==> src/rtl/lcd_pkg.sv <==
// Shared constants, timing defaults and state encodings for the LCD
// DDRAM read-back sequencer and its bus-cycle engine.
package lcd_pkg;

  localparam logic [7:0] CMD_SET_DDRAM = 8'h80;
  localparam int         BF_BIT        = 7;
  localparam logic [4:0] MAX_LEN       = 5'd16;

  localparam int DEF_SETUP_CYC  = 4;
  localparam int DEF_EN_CYC     = 16;
  localparam int DEF_HOLD_CYC   = 4;
  localparam int DEF_BF_TIMEOUT = 1023;

  typedef enum logic [2:0] {
    ST_IDLE,
    ST_BF_POLL,
    ST_SETADDR,
    ST_RDDATA,
    ST_DONE,
    ST_ERR
  } rd_state_t;

  typedef enum logic [1:0] {
    PH_IDLE,
    PH_SETUP,
    PH_EN,
    PH_HOLD
  } phase_t;

endpackage

==> src/rtl/lcd_bus_cycle.sv <==
// Executes one LCD bus access (setup / enable / hold) and owns every LCD pin
// except the read data input. Read data is captured on the last EN=1 cycle.
module lcd_bus_cycle
  import lcd_pkg::*;
#(
  parameter int SETUP_CYC = DEF_SETUP_CYC,
  parameter int EN_CYC    = DEF_EN_CYC,
  parameter int HOLD_CYC  = DEF_HOLD_CYC
) (
  input  logic       iCLK,
  input  logic       iRST,
  input  logic       iGO,
  input  logic       iRS,
  input  logic       iRW,
  input  logic [7:0] iWDATA,
  output logic [7:0] oRDATA,
  output logic       oHOLD_START,
  output logic       oDONE,
  input  logic [7:0] LCD_DATA_IN,
  output logic [7:0] LCD_DATA_OUT,
  output logic       LCD_DATA_OE,
  output logic       LCD_RW,
  output logic       LCD_RS,
  output logic       LCD_EN
);

  localparam logic [7:0] SETUP_LAST = 8'(SETUP_CYC - 1);
  localparam logic [7:0] EN_LAST    = 8'(EN_CYC - 1);
  localparam logic [7:0] HOLD_LAST  = 8'(HOLD_CYC - 1);

  phase_t     phase;
  logic [7:0] cnt;

  // RS/RW/DATA_OUT are only loaded on acceptance of a request, so they stay
  // stable across the whole access; OE drops once the hold phase finishes.
  always_ff @(posedge iCLK or posedge iRST) begin
    if (iRST) begin
      phase        <= PH_IDLE;
      cnt          <= '0;
      oRDATA       <= '0;
      oHOLD_START  <= 1'b0;
      oDONE        <= 1'b0;
      LCD_DATA_OUT <= '0;
      LCD_DATA_OE  <= 1'b0;
      LCD_RW       <= 1'b0;
      LCD_RS       <= 1'b0;
      LCD_EN       <= 1'b0;
    end else begin
      oHOLD_START <= 1'b0;
      oDONE       <= 1'b0;
      case (phase)
        PH_IDLE: begin
          if (iGO) begin
            LCD_RS       <= iRS;
            LCD_RW       <= iRW;
            LCD_DATA_OE  <= ~iRW;
            LCD_DATA_OUT <= iWDATA;
            cnt          <= '0;
            phase        <= PH_SETUP;
          end
        end
        PH_SETUP: begin
          if (cnt == SETUP_LAST) begin
            cnt    <= '0;
            LCD_EN <= 1'b1;
            phase  <= PH_EN;
          end else begin
            cnt <= cnt + 8'd1;
          end
        end
        PH_EN: begin
          if (cnt == EN_LAST) begin
            cnt         <= '0;
            LCD_EN      <= 1'b0;
            oRDATA      <= LCD_DATA_IN;
            oHOLD_START <= 1'b1;
            phase       <= PH_HOLD;
          end else begin
            cnt <= cnt + 8'd1;
          end
        end
        PH_HOLD: begin
          if (cnt == HOLD_LAST) begin
            cnt         <= '0;
            LCD_DATA_OE <= 1'b0;
            oDONE       <= 1'b1;
            phase       <= PH_IDLE;
          end else begin
            cnt <= cnt + 8'd1;
          end
        end
        default: phase <= PH_IDLE;
      endcase
    end
  end

endmodule

==> src/rtl/lcd_readback_fsm.sv <==
// Reads iLEN bytes back from HD44780 DDRAM: BF poll, set address, then
// (BF poll, data read) per byte, streaming each byte to the host.
module lcd_readback_fsm
  import lcd_pkg::*;
#(
  parameter int SETUP_CYC  = DEF_SETUP_CYC,
  parameter int EN_CYC     = DEF_EN_CYC,
  parameter int HOLD_CYC   = DEF_HOLD_CYC,
  parameter int BF_TIMEOUT = DEF_BF_TIMEOUT
) (
  input  logic       iCLK,
  input  logic       iRST,
  input  logic       iSTART,
  input  logic [6:0] iADDR,
  input  logic [4:0] iLEN,
  output logic [7:0] oDATA,
  output logic       oVALID,
  output logic       oDONE,
  output logic       oERR,
  output logic       oBUSY,
  output logic [6:0] oADDR_COUNTER,
  input  logic [7:0] LCD_DATA_IN,
  output logic [7:0] LCD_DATA_OUT,
  output logic       LCD_DATA_OE,
  output logic       LCD_RW,
  output logic       LCD_RS,
  output logic       LCD_EN
);

  localparam int              PW         = $clog2(BF_TIMEOUT + 1);
  localparam logic [PW-1:0]   POLL_LIMIT = PW'(BF_TIMEOUT);

  rd_state_t     state;
  rd_state_t     ret_state;
  logic [6:0]    addr;
  logic [4:0]    remaining;
  logic [PW-1:0] poll_cnt;
  logic [4:0]    len_clamped;

  logic          go;
  logic          bus_rs;
  logic          bus_rw;
  logic [7:0]    bus_wdata;
  logic [7:0]    bus_rdata;
  logic          bus_hold_start;
  logic          bus_done;

  assign len_clamped = (iLEN > MAX_LEN) ? MAX_LEN : iLEN;

  lcd_bus_cycle #(
    .SETUP_CYC (SETUP_CYC),
    .EN_CYC    (EN_CYC),
    .HOLD_CYC  (HOLD_CYC)
  ) u_bus (
    .iCLK         (iCLK),
    .iRST         (iRST),
    .iGO          (go),
    .iRS          (bus_rs),
    .iRW          (bus_rw),
    .iWDATA       (bus_wdata),
    .oRDATA       (bus_rdata),
    .oHOLD_START  (bus_hold_start),
    .oDONE        (bus_done),
    .LCD_DATA_IN  (LCD_DATA_IN),
    .LCD_DATA_OUT (LCD_DATA_OUT),
    .LCD_DATA_OE  (LCD_DATA_OE),
    .LCD_RW       (LCD_RW),
    .LCD_RS       (LCD_RS),
    .LCD_EN       (LCD_EN)
  );

  // Each bus-owning state launches its access with a one-cycle go pulse on
  // entry and then waits for the engine's done strobe.
  always_ff @(posedge iCLK or posedge iRST) begin
    if (iRST) begin
      state         <= ST_IDLE;
      ret_state     <= ST_SETADDR;
      addr          <= '0;
      remaining     <= '0;
      poll_cnt      <= '0;
      go            <= 1'b0;
      bus_rs        <= 1'b0;
      bus_rw        <= 1'b0;
      bus_wdata     <= '0;
      oDATA         <= '0;
      oVALID        <= 1'b0;
      oDONE         <= 1'b0;
      oERR          <= 1'b0;
      oBUSY         <= 1'b0;
      oADDR_COUNTER <= '0;
    end else begin
      go     <= 1'b0;
      oVALID <= 1'b0;
      oDONE  <= 1'b0;
      case (state)
        ST_IDLE: begin
          if (iSTART) begin
            oERR      <= 1'b0;
            addr      <= iADDR;
            remaining <= len_clamped;
            if (len_clamped == 5'd0) begin
              oDONE <= 1'b1;
            end else begin
              oBUSY     <= 1'b1;
              state     <= ST_BF_POLL;
              ret_state <= ST_SETADDR;
              go        <= 1'b1;
              bus_rs    <= 1'b0;
              bus_rw    <= 1'b1;
              bus_wdata <= '0;
            end
          end
        end
        ST_BF_POLL: begin
          if (bus_done) begin
            oADDR_COUNTER <= bus_rdata[6:0];
            if (!bus_rdata[BF_BIT]) begin
              poll_cnt <= '0;
              state    <= ret_state;
              go       <= 1'b1;
              if (ret_state == ST_SETADDR) begin
                bus_rs    <= 1'b0;
                bus_rw    <= 1'b0;
                bus_wdata <= CMD_SET_DDRAM | {1'b0, addr};
              end else begin
                bus_rs    <= 1'b1;
                bus_rw    <= 1'b1;
                bus_wdata <= '0;
              end
            end else if (poll_cnt + 1'b1 == POLL_LIMIT) begin
              poll_cnt <= '0;
              state    <= ST_ERR;
            end else begin
              poll_cnt <= poll_cnt + 1'b1;
              go       <= 1'b1;
            end
          end
        end
        ST_SETADDR: begin
          if (bus_done) begin
            state     <= ST_BF_POLL;
            ret_state <= ST_RDDATA;
            go        <= 1'b1;
            bus_rs    <= 1'b0;
            bus_rw    <= 1'b1;
            bus_wdata <= '0;
          end
        end
        ST_RDDATA: begin
          if (bus_hold_start) begin
            oDATA  <= bus_rdata;
            oVALID <= 1'b1;
          end
          if (bus_done) begin
            remaining <= remaining - 1'b1;
            if (remaining == 5'd1) begin
              state <= ST_DONE;
            end else begin
              state     <= ST_BF_POLL;
              ret_state <= ST_RDDATA;
              go        <= 1'b1;
              bus_rs    <= 1'b0;
              bus_rw    <= 1'b1;
              bus_wdata <= '0;
            end
          end
        end
        ST_DONE: begin
          oDONE <= 1'b1;
          oBUSY <= 1'b0;
          state <= ST_IDLE;
        end
        ST_ERR: begin
          oERR  <= 1'b1;
          oDONE <= 1'b1;
          oBUSY <= 1'b0;
          state <= ST_IDLE;
        end
        default: state <= ST_IDLE;
      endcase
    end
  end

endmodule

==> config.mk <==
export PLATFORM = sky130hd
export DESIGN_NAME = lcd_readback_fsm
export DESIGN_NICKNAME = d
export VERILOG_FILES = /design/src/rtl/lcd_pkg.sv /design/src/rtl/lcd_bus_cycle.sv /design/src/rtl/lcd_readback_fsm.sv
export SDC_FILE = /design/constraint.sdc
export NUM_CORES = 1
export LEC_CHECK = 0
export ABC_AREA = 1
export CORE_MARGIN = 2
export CORE_UTILIZATION = 55
export CTS_CLUSTER_DIAMETER = 80
export DETAILED_ROUTE_END_ITERATION = 6
export PLACE_DENSITY = 0.8
export SYNTH_ARGS = -nofsm -noshare
export SYNTH_HDL_FRONTEND = slang
export SYNTH_SLANG_ARGS = --single-unit
==> constraint.sdc <==
create_clock -name iCLK -period 4 [get_ports iCLK]
set_input_delay 0.8 -clock iCLK [delete_from_list [all_inputs] [get_ports iCLK]]
set_output_delay 0.8 -clock iCLK [all_outputs]
set_load 0.005 [all_outputs]
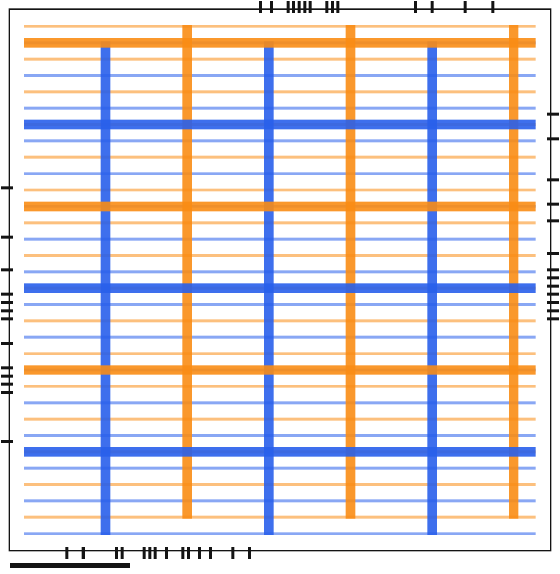
(images/floorplan.png)
The bar under the picture is 20 um long. Pins as bars on the die edge.
legend:
  orange:
    net: VDD
  blue:
    net: VSS
met5 straps: 6
met4 straps: 6
met1 rails: 32

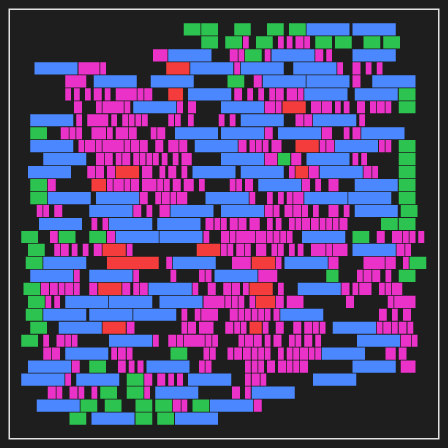
(images/class_map.png)
legend:
  red:
    class: clock drivers and dummy loads
    cells: 16
  green:
    class: remaining buffers and delay cells
    cells: 55
  magenta:
    class: remaining logic cells
    cells: 377
  blue:
    class: registers
    cells: 88
final instance area: 4880 sq um
Core Region: 7180 sq um
sequential share of cell area: 0.452
fin util: 0.680

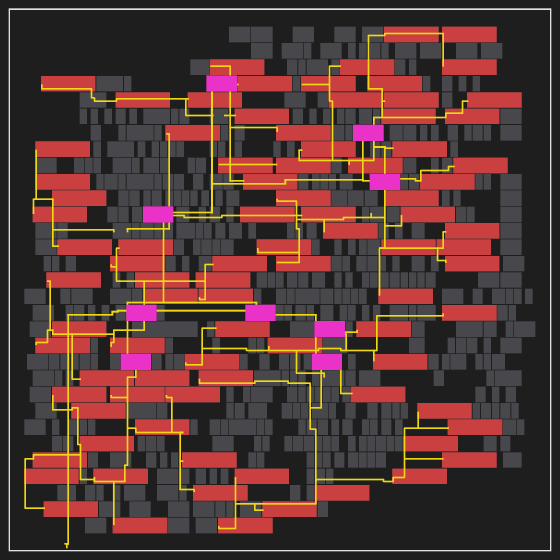
(images/clock_wires.png)
legend:
  yellow:
    item: clock wires
    length: 972 um
  red:
    item: flip-flops
    count: 88
  magenta:
    item: clock-net drivers
    count: 9
flops lie: spread over the die

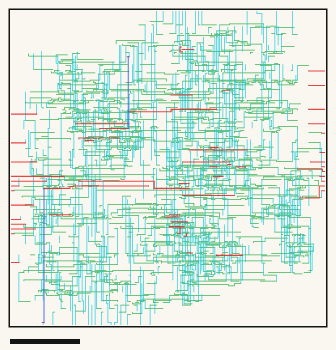
(images/layers.png)
The bar under the picture is 20 um long.
legend:
  blue:
    layer: M4
    wire_length: 58.5 um
  red:
    layer: M3
    wire_length: 347 um
  green:
    layer: M1
    wire_length: 3850 um
  cyan:
    layer: M2
    wire_length: 3840 um
overall global routing resource usage: 0.216
routed length per instance: 12.8 um

==> impl_metrics.yaml <==
# generated from flow reports
run:
  warnings: 32
  cap_violations: 0
global_routing:
  gr-max-usage-layer: "met2"
  antenna_found_initial: 0
  overflow: 0
  grtUsageMet3: 0.0453
  grt_max_degree: 50
  grt_use_met1: 0.298
  use_met2: 0.348
  grt_pass1_wl_um: 14500
  grt_pass1_vias: 3262
synthesis:
  synth.distinct_cells: 31
  synthSimpleGateAreaFrac: 0.200
  synth-async-reset-ratio: 1.00
  top_logic_kind: "simple AND/OR/NAND/NOR gates"
  synth-edff-count: 0
  avgSynthCellArea_sq_um: 8.57
  flop_cell: "dfrtp_1"
  synthAdderAreaFrac: 0.0309
  synth.area.mux_share: 0
  synth_nets: 505
  ys_ff: 88
  yosys-top-cells-area: "dfrtp_1, nand2_1, o21ai_0"
  ys_area_sq_um: 4050
  postSynthCellCount: 472
  synthAoiAreaFrac: 0.135
  largest_area_cell: "dfrtp_1"
  yosysWarnings: 0
  netlist_area_sq_um: 4050
  top_area_frac: 0.544
  ys_cells: 472
  xor_share: 0.00650
cells_and_area:
  area_growth_pct: 20.6
  antenna-diode-count: 0
  nets: 564
  stdcell_count: 635
  final_cell_mix: "nand2_1, dfrtp_1, inv_1, o21ai_0, clkdlybuf4s50_1"
  layout_top_cell: "nand2_1"
  largest_register_ffs: 10
  largest_register: "poll_cnt"
status:
  outcome: "finished clean"
placed_design:
  place_area_sq_um: 4670
  place_congestion: 0.907
  dp_slack_ns: 1.46
  io_buffers: 53
  placed_cells: 619
  post-dp-hpwl_um: 5790
timing:
  worst_hold_slack_ns: 0.493
  drv_slew: 0
  finalClockPeriodUsage: 0.547
  rsz0062_at_grt: "false"
  fin_crit_ns: 2.19
  timing.setup.tns_ns: 0
  fin_ws_ns: 1.81
  setup_viol: 0
  worstMarginPinSlew_ns: 0.834
  hold_viol: 0
  maxSlewHeadroom: 0.444
  max_freq_mhz: 457
worst_setup_path:
  worst-path-buf-inv: 2
  r2r_slack_ns: 1.96
  rr_startpoint: "poll_cnt[0]$_DFFE_PP0P_"
  crit_end: "bus_rw$_DFFE_PP0P_"
  worst_ep_arrival_time_ns: 2.43
  cp-start-kind: "primary input"
  r2r_cells: 13
  path_cells: "clkdlybuf4s50_1, inv_1, nand4_1, nand2_1, nand2_1, nand2_1, nor2_2, nand2_2, o21a_1"
  crit_path_max_incr_delay_ns: 0.45
  required_ns: 4.24
  r2r_end: "state[0]$_DFFE_PP0P_"
  critPathCaptureType: "register"
  slowest_stage: "clkdlybuf4s50_1"
  path_delay_family: "simple AND/OR/NAND/NOR gates"
  critPathKind: "in -> reg"
  path_common_cell: "nand2_1"
  crit_fanout: 12
  startpoint: "iLEN[4]"
  cp.depth: 9
route:
  dr_wl_met2_um: 3840
  top_layer_used: "met4"
  drc: 0
  dr.pass1.iters: 5
  met3_length_um: 346
  drt_wl_total_um: 8100
  wl_met1_um: 3850
  ant_nets: 0
  avgViaCountPerCell: 5.22
  first_iter_violations: 226
  num_vias: 3315
pwr:
  comb_power_mw: 0.983
  switchingPower_mw: 1.04
  p_sw_frac: 0.363
  power_leakage_nw: 2.25
  peakVddDrop_mv: 0.426
  intPower_mw: 1.83
  power_mw: 2.87
  powerClk_mw: 0.645
  power_leader: "registers"
  seq_power_share: 0.432
  seq_power_mw: 1.24
clocking:
  cts_made_buffers: 9
  cts_tree: "yes"
  cts_setup_buffers: 0
  ctsResizeCount: 0
  cts.sinks: 88
  clk_latency_ns: 0.35
  htreeDepth: 3
  cts_buffer_depth: 2
  cts-root-buf: "clkbuf_8"
  postCtsHoldBufs: 0
  clkTransAtPathRegs_ns: 0.09
die:
  rows: 31
  die_h_um: 89.8
  io_pins: 54
  die_w_um: 89.8
  fp-utilization: 0.564
  die_area_sq_um: 8060
worst_hold_path:
  min_from: "u_bus.LCD_DATA_OUT[7]$_DFFE_PP0P_"
  hp-class: "reg -> reg"
  whs_path_depth: 2
## final cells by class
type | instances | area (sq um)
timing repair buffer | 55 | 546
clock buffer | 10 | 138
clock inverter | 6 | 73.8
fill | 571 | 2300
sequential | 88 | 2200
tap | 99 | 124
inverter | 76 | 292
multi-input combinational | 301 | 1500
## synth_stat cells (2+ instances only)
cell type / n
nand2_1: 100
dfrtp_1: 88
inv_1: 72
o21ai_0: 71
nor2_1: 38
nand3_1: 23
a21oi_1: 11
o22ai_1: 11
ha_1: 10
nand4_1: 7
nand2_2: 4
nor2_2: 4
nor3_1: 4
buf_6: 3
clkbuf_1: 3
nor2_4: 3
inv_2: 2
nand3_2: 2
o21ai_1: 2
o31ai_1: 2
xor2_1: 2
Power and IR drop assume default switching activity.
